`config.mk`:
```
export PLATFORM = sky130hd
export DESIGN_NAME = window_gen_3x3
export DESIGN_NICKNAME = d
export VERILOG_FILES = /design/src/rtl/snp_pkg.sv /design/src/rtl/line_buffer.sv /design/src/rtl/window_gen_3x3.sv
export SDC_FILE = /design/constraint.sdc
export NUM_CORES = 2
export LEC_CHECK = 0
export CORE_MARGIN = 5
export CORE_UTILIZATION = 30
export CTS_CLUSTER_DIAMETER = 150
export DETAILED_ROUTE_END_ITERATION = 10
export REMOVE_ABC_BUFFERS = 1
export SYNTH_ARGS = -nofsm -noshare
export SYNTH_HDL_FRONTEND = slang
export SYNTH_HIERARCHICAL = 1
export SYNTH_MEMORY_MAX_BITS = 65536
export SYNTH_SLANG_ARGS = --single-unit
export TNS_END_PERCENT = 1
```
`constraint.sdc`:
```
create_clock -name clk -period 34.7 [get_ports clk]
set_input_delay 6.94 -clock clk [delete_from_list [all_inputs] [get_ports clk]]
set_output_delay 6.94 -clock clk [all_outputs]
set_load 0.05 [all_outputs]
```
`src/rtl/snp_pkg.sv`:
```
// rtl/snp_pkg.sv - shared parameters and types for the salt-and-pepper median filter
package snp_pkg;
    localparam int IMG_W  = 256;
    localparam int IMG_H  = 256;
    localparam int PIX_W  = 8;
    localparam int ADDR_W = 16;

    typedef logic [PIX_W-1:0] pix_t;
    typedef pix_t [8:0] win_t;

    typedef enum logic [2:0] {IDLE, FILL, RUN, FLUSH, DONE} state_t;
endpackage

```
`src/rtl/line_buffer.sv`:
```
// rtl/line_buffer.sv - circular row store; o_data is the word written DEPTH enabled cycles ago
module line_buffer #(
    parameter int DEPTH = 256,
    parameter int WIDTH = 8
) (
    input  logic             clk,
    input  logic             res,
    input  logic             i_en,
    input  logic [WIDTH-1:0] i_data,
    output logic [WIDTH-1:0] o_data
);
    localparam int PTR_W = (DEPTH > 1) ? $clog2(DEPTH) : 1;
    localparam logic [PTR_W-1:0] PTR_LAST = PTR_W'(DEPTH - 1);

    logic [WIDTH-1:0] r_mem [DEPTH];
    logic [PTR_W-1:0] r_ptr;

    assign o_data = r_mem[r_ptr];

    always_ff @(posedge clk) begin
        if (res) begin
            r_ptr <= '0;
        end else if (i_en) begin
            r_ptr <= (r_ptr == PTR_LAST) ? '0 : r_ptr + 1'b1;
        end
    end

    always_ff @(posedge clk) begin
        if (i_en) begin
            r_mem[r_ptr] <= i_data;
        end
    end
endmodule

```
`src/rtl/window_gen_3x3.sv`:
```
// rtl/window_gen_3x3.sv - raster reader and 3x3 window generator feeding the median stage
module window_gen_3x3 #(
    parameter int IMG_W  = snp_pkg::IMG_W,
    parameter int IMG_H  = snp_pkg::IMG_H,
    parameter int PIX_W  = snp_pkg::PIX_W,
    parameter int ADDR_W = snp_pkg::ADDR_W
) (
    input  logic                 clk,
    input  logic                 res,
    input  logic                 start,
    output logic                 busy,
    output logic                 done,
    output logic                 rd_en,
    output logic [ADDR_W-1:0]    rd_addr,
    input  logic [PIX_W-1:0]     rd_data,
    output logic                 win_valid,
    input  logic                 win_ready,
    output logic [9*PIX_W-1:0]   win_data,
    output logic [ADDR_W-1:0]    win_addr,
    output logic                 win_last
);
    import snp_pkg::*;

    localparam int N  = IMG_W * IMG_H;
    localparam int CW = ADDR_W + 1;
    localparam logic [CW-1:0]     C_N     = CW'(N);
    localparam logic [CW-1:0]     C_FIRST = CW'(IMG_W + 1);
    localparam logic [CW-1:0]     C_END   = CW'(N + IMG_W + 1);
    localparam logic [ADDR_W-1:0] A_LAST  = ADDR_W'(N - 1);
    localparam logic [ADDR_W-1:0] A_COL_L = ADDR_W'(IMG_W - 1);
    localparam logic [ADDR_W-1:0] A_ROW_L = ADDR_W'(IMG_H - 1);

    state_t              r_state, w_state_nx;
    logic [ADDR_W-1:0]   r_rd_addr;
    logic                r_rd_all, r_rd_pend;
    logic [PIX_W-1:0]    r_skid [2];
    logic                r_skid_hd;
    logic [1:0]          r_skid_cnt;
    logic [CW-1:0]       r_in_cnt;
    logic [ADDR_W-1:0]   r_crow, r_ccol, r_cen_addr;
    logic [PIX_W-1:0]    r_cola [3];
    logic [PIX_W-1:0]    r_colb [3];
    logic                r_win_valid, r_win_last;
    logic [9*PIX_W-1:0]  r_win_data;
    logic [ADDR_W-1:0]   r_win_addr;

    logic                w_active, w_dummy, w_skid_ne, w_in_avail, w_out_free;
    logic                w_step, w_emit, w_pop, w_push, w_rd_en, w_border;
    logic [PIX_W-1:0]    w_in_pix, w_lb0, w_lb1;
    logic [9*PIX_W-1:0]  w_win;

    // Once all real pixels are consumed, IMG_W+1 dummy steps drain the bottom row from the buffers.
    assign w_active   = (r_state == FILL) || (r_state == RUN) || (r_state == FLUSH);
    assign w_dummy    = (r_in_cnt >= C_N);
    assign w_skid_ne  = (r_skid_cnt != 2'd0);
    assign w_in_avail = w_dummy || w_skid_ne || r_rd_pend;
    assign w_in_pix   = w_skid_ne ? r_skid[r_skid_hd] : rd_data;
    assign w_out_free = !r_win_valid || win_ready;
    assign w_step     = w_active && (r_in_cnt != C_END) && w_in_avail && w_out_free;
    assign w_emit     = w_step && (r_in_cnt >= C_FIRST);
    assign w_pop      = w_step && !w_dummy && w_skid_ne;
    assign w_push     = r_rd_pend && !(w_step && !w_skid_ne);

    // Only registered state gates a read, so its data always fits in the skid even if nothing drains.
    assign w_rd_en = ((r_state == FILL) || (r_state == RUN)) && !r_rd_all &&
                     ((r_skid_cnt == 2'd0) || ((r_skid_cnt == 2'd1) && !r_rd_pend));

    assign w_border = (r_crow == '0) || (r_crow == A_ROW_L) ||
                      (r_ccol == '0) || (r_ccol == A_COL_L);

    line_buffer #(.DEPTH(IMG_W), .WIDTH(PIX_W)) u_lb_mid (
        .clk    (clk),
        .res    (res),
        .i_en   (w_step),
        .i_data (w_in_pix),
        .o_data (w_lb0)
    );

    line_buffer #(.DEPTH(IMG_W), .WIDTH(PIX_W)) u_lb_top (
        .clk    (clk),
        .res    (res),
        .i_en   (w_step),
        .i_data (w_lb0),
        .o_data (w_lb1)
    );

    always_comb begin
        w_win = '0;
        for (int dr = 0; dr < 3; dr++) begin
            w_win[PIX_W*(3*dr)   +: PIX_W] = r_cola[dr];
            w_win[PIX_W*(3*dr+1) +: PIX_W] = r_colb[dr];
        end
        w_win[PIX_W*2 +: PIX_W] = w_lb1;
        w_win[PIX_W*5 +: PIX_W] = w_lb0;
        w_win[PIX_W*8 +: PIX_W] = w_in_pix;
        if (w_border) begin
            w_win = {9{r_colb[1]}};
        end
    end

    always_comb begin
        w_state_nx = r_state;
        unique case (r_state)
            IDLE:    if (start) w_state_nx = FILL;
            FILL:    if (w_emit) w_state_nx = RUN;
            RUN:     if (w_rd_en && (r_rd_addr == A_LAST)) w_state_nx = FLUSH;
            FLUSH:   if (r_win_valid && win_ready && r_win_last) w_state_nx = DONE;
            DONE:    w_state_nx = IDLE;
            default: w_state_nx = IDLE;
        endcase
    end

    always_ff @(posedge clk) begin
        if (res) begin
            r_state     <= IDLE;
            r_rd_addr   <= '0;
            r_rd_all    <= 1'b0;
            r_rd_pend   <= 1'b0;
            r_skid_hd   <= 1'b0;
            r_skid_cnt  <= 2'd0;
            r_in_cnt    <= '0;
            r_crow      <= '0;
            r_ccol      <= '0;
            r_cen_addr  <= '0;
            r_win_valid <= 1'b0;
            r_win_last  <= 1'b0;
            r_win_data  <= '0;
            r_win_addr  <= '0;
        end else begin
            r_state   <= w_state_nx;
            r_rd_pend <= w_rd_en;
            if (r_state == IDLE) begin
                if (start) begin
                    r_rd_addr  <= '0;
                    r_rd_all   <= 1'b0;
                    r_skid_hd  <= 1'b0;
                    r_skid_cnt <= 2'd0;
                    r_in_cnt   <= '0;
                    r_crow     <= '0;
                    r_ccol     <= '0;
                    r_cen_addr <= '0;
                end
            end else begin
                if (w_rd_en) begin
                    if (r_rd_addr == A_LAST) r_rd_all <= 1'b1;
                    else                     r_rd_addr <= r_rd_addr + 1'b1;
                end
                if (w_pop) r_skid_hd <= ~r_skid_hd;
                r_skid_cnt <= r_skid_cnt + {1'b0, w_push} - {1'b0, w_pop};
                if (w_step) r_in_cnt <= r_in_cnt + 1'b1;
                if (w_emit) begin
                    r_win_valid <= 1'b1;
                    r_win_data  <= w_win;
                    r_win_addr  <= r_cen_addr;
                    r_win_last  <= (r_cen_addr == A_LAST);
                    if (r_ccol == A_COL_L) begin
                        r_ccol <= '0;
                        if (r_crow != A_ROW_L) r_crow <= r_crow + 1'b1;
                    end else begin
                        r_ccol <= r_ccol + 1'b1;
                    end
                    if (r_cen_addr != A_LAST) r_cen_addr <= r_cen_addr + 1'b1;
                end else if (win_ready) begin
                    r_win_valid <= 1'b0;
                    r_win_last  <= 1'b0;
                end
            end
        end
    end

    always_ff @(posedge clk) begin
        if (w_push) begin
            r_skid[r_skid_hd ^ r_skid_cnt[0]] <= rd_data;
        end
        if (w_step) begin
            for (int dr = 0; dr < 3; dr++) begin
                r_cola[dr] <= r_colb[dr];
            end
            r_colb[0] <= w_lb1;
            r_colb[1] <= w_lb0;
            r_colb[2] <= w_in_pix;
        end
    end

    assign busy      = (r_state != IDLE);
    assign done      = (r_state == DONE);
    assign rd_en     = w_rd_en;
    assign rd_addr   = r_rd_addr;
    assign win_valid = r_win_valid;
    assign win_data  = r_win_data;
    assign win_addr  = r_win_addr;
    assign win_last  = r_win_last;
endmodule
```
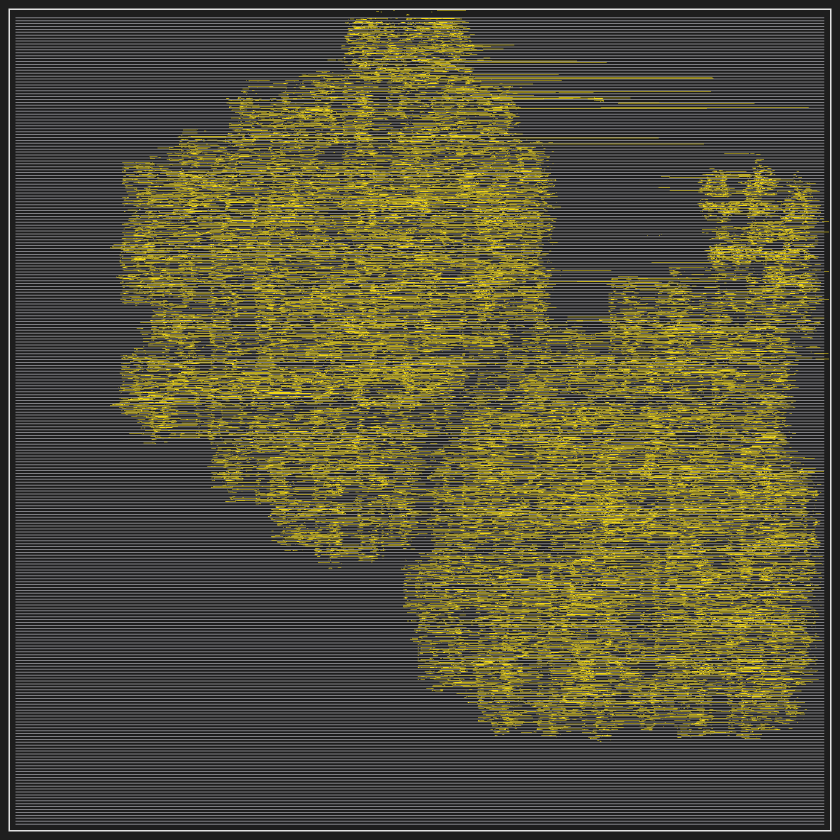
Figure 1: met1 routing.
Supply wires on this layer in gray.
wire length on this layer = 184 mm
longest straight run = 226 um

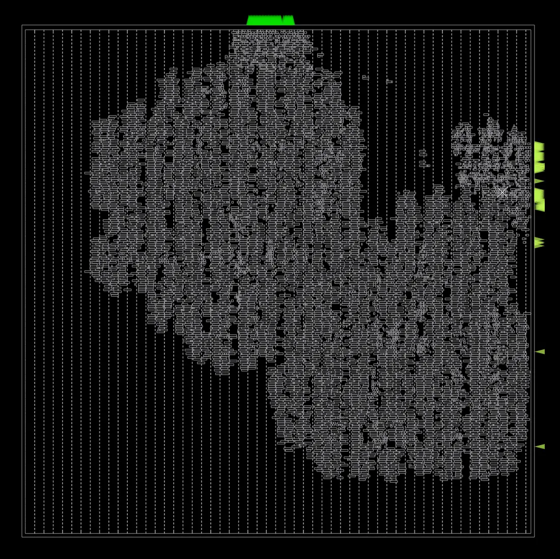
Figure 2: cell placement.
final core occ: 34.34%
fill cell count: 51860
n_taps: 7506
Non-Filler Instances: 16660

==> impl_metrics.env <==
# physical design summary
export IMPL_status="finished, violations left"
export IMPL_violations="DRC"
export IMPL_hold_class="flop to flop"
export IMPL_io_pins=121
export IMPL_routabilityCongestion=0.8594
export IMPL_vias=88070
export IMPL_cts_buffer_depth=4
export IMPL_worstPathCellList="clkdlybuf4s50_1 -> nor2b_1 -> nor4_1 -> o21ai_1 -> inv_4 -> nand3_1 -> buf_4 -> nor2_1"
export IMPL_fin_skew_ns=0.1176
export IMPL_yosysTopAreaCell="edfxtp_1"
export IMPL_ys_cells=8580
export IMPL_die_y_um=763.3
export IMPL_dr_pass1_iters=11
export IMPL_via_per_inst=5.286
export IMPL_worstSkewPairLatency_ns=1.00
export IMPL_leakage_nw=56.37
export IMPL_finalCritPeriodShare_pct=32.39
export IMPL_grt_overflow_total=0
export IMPL_yosysUniqueCellTypes=87
export IMPL_cts_resized=0
export IMPL_peakVddDrop_mv=0.04643
export IMPL_maxCapViolCount=0
export IMPL_synth_area_per_cell_um2=19.84
export IMPL_ant_nets=0
export IMPL_ys_flops=4372
export IMPL_top_cell_area_share_pct=73.37
export IMPL_ys_seq_share_pct=75.86
export IMPL_die_w_um=763.3
export IMPL_antenna_found_initial=11
export IMPL_fp_util_pct=30.12
export IMPL_syn_area_um2=170300
export IMPL_warnings=121
export IMPL_hold_buffers=0
export IMPL_async_flop_share_pct=0
export IMPL_htreeDepth=5
export IMPL_drv_slew=0
export IMPL_drive_above_1_share_pct=20.40
export IMPL_cts_setup_buffers=0
export IMPL_tritoncts="yes"
export IMPL_track_usage_pct=15.08
export IMPL_swShare_pct=20.65
export IMPL_core_area_um2=565300
export IMPL_cts_root_buffer_cell="clkbuf_16"
export IMPL_wl_per_cell_um=27.41
export IMPL_grt_max_degree=153
export IMPL_critPathRequiredTime_ns=35.29
export IMPL_edf_count=4160
export IMPL_rows=276
export IMPL_max_slew_margin_rel_pct=9.944
export IMPL_ys_warn_count=6
export IMPL_area_growth_pct=14.02
export IMPL_p_comb_share_pct=3.0
export IMPL_numCtsBuffers=435
export IMPL_ys_area_um2=170300
export IMPL_chip_area_um2=582700
export IMPL_worstMarginPinSlew_ns=1.337
export IMPL_endpoint_kind="flop"
export IMPL_numPlacedInstances=15850
export IMPL_setup_viol=0
export IMPL_dp_hpwl_mm=276.8
export IMPL_drc=3
export IMPL_cp_buffers_inverters=3
export IMPL_seqPwrFrac_pct=53.4
export IMPL_power_mw=10.88
export IMPL_cp_top_family="simple AND/OR/NAND/NOR gates"
export IMPL_ff_type="edfxtp_1"
export IMPL_syn_inst=8580
export IMPL_fmax_mhz=88.99
export IMPL_slowest_delay_ns=1.17
export IMPL_dr_first_iter_drc_count=10270
export IMPL_grt_pass1_wl_mm=650.1
export IMPL_period_needed_ns=11.24
export IMPL_p_switching_mw=2.246
export IMPL_ys_top_cells_by_count="4160 x edfxtp_1, 924 x mux4_2, 656 x nor2_1"
export IMPL_slowest_stage="nand3_1"
export IMPL_crit_arrival_ns=11.82
[worst paths after layout]
kind | endpoint | depth (start not counted) | slack (ns) | startpoint
hold / removal | r_cola[0][17]$_DFFE_PN_ | 0 | 0.45 | r_colb[0][17]$_DFFE_PN_
hold reg to reg | r_cola[0][17]$_DFFE_PN_ | 0 | 0.45 | r_colb[0][17]$_DFFE_PN_
setup / recovery | u_lb_top/r_mem[3][3]$_DFFE_PP_ | 8 | 23.46 | win_ready
setup reg to reg | win_data[47]$_SDFFE_PP0P_ | 12 | 26.80 | flop
[worst reg2reg max path, stage by stage (launching register included)]
cell and delay [ns]:
dfxtp_4 0.92, buf_4 0.72, buf_12 0.64, nand3_1 0.90, o22ai_1 0.53, a2111oi_2 0.12, o22ai_1 0.62, o32ai_1 0.25
a211oi_4 1.00, buf_4 0.87, buf_4 0.87, a21oi_1 0.20, a21oi_1 0.18
[cell usage in the layout (no fill, tap or decap), types with 25 or more instances in the layout]
cell	Yosys	final
inv_1	38	37
nand2_1	189	185
o21ai_0	111	110
bufinv_16	0	50
dfxtp_1	212	204
nand3_1	84	68
clkinv_2	0	76
a211oi_1	47	45
o221ai_1	80	80
buf_4	56	157
a22o_1	90	90
clkinv_1	4	85
clkdlybuf4s50_1	0	119
clkbuf_16	0	441
nor2b_1	37	29
edfxtp_1	4160	4160
o22ai_1	118	118
a21oi_1	296	288
nor2_1	656	652
clkinvlp_4	0	25
nor3_1	84	83
a22oi_1	80	80
a221oi_1	95	94
clkbuf_1	263	76
mux2i_1	326	326
nand4_1	33	33
mux4_2	924	924
[power by group through the flow]
stage	Sequential, mW	Combinational [mW]	Clock [mW]
floorplan	6.00	0.285	0
CTS	5.81	0.337	4.83
global placement	5.92	0.334	0
finish	5.81	0.330	4.74
global route	5.81	0.350	5.06
detailed placement	5.92	0.337	0
[cell families after synthesis]
group	count (synthesis)	synth area share, %
flops	4372	75.86
compound gates	1046	4.197
fa+ha+maj	19	0.1396
buf+inv	576	1.972
simple gates	1252	3.329
xor+xnor	48	0.2469
mux	1267	14.25
[per-stage QoR]
step	area, um2	setup slack, ns
after detailed placement	179600	22.53
final	194100	23.46
after CTS	194100	23.59
after global placement	179600	22.70
after floorplan	167100	-6.761
after global routing	194100	23.37
[routing by layer]
layer  part of all wire (%)  GRT usage, %
met3                    8.5         2.756
met4                    3.4         4.695
met5                 0.0028             0
met2                     48         24.57
met1                     40         20.52
[state kept, by name (all words and copies together) (netlist names), 2 cells and up, named ones only]
name            cells
r_ccol             16
r_cen_addr         16
r_cola             24
r_colb             24
r_crow             16
r_in_cnt           17
r_skid             16
r_skid_cnt          2
r_state             3
rd_addr            16
u_lb_mid/r_mem   2048
u_lb_mid/r_ptr      8
u_lb_top/r_mem   2048
u_lb_top/r_ptr      8
win_addr           16
win_data           72
[area by class of cell]
cell class / count / area [um2]
Fill cell: 51860 / 371200
Sequential cell: 4372 / 129200
Multi-Input combinational cell: 3632 / 38060
Clock buffer: 525 / 11430
Tap cell: 7506 / 9392
Clock inverter: 281 / 3094
Timing Repair Buffer: 297 / 2790
Inverter: 42 / 160.2
Antenna cell: 5 / 12.51
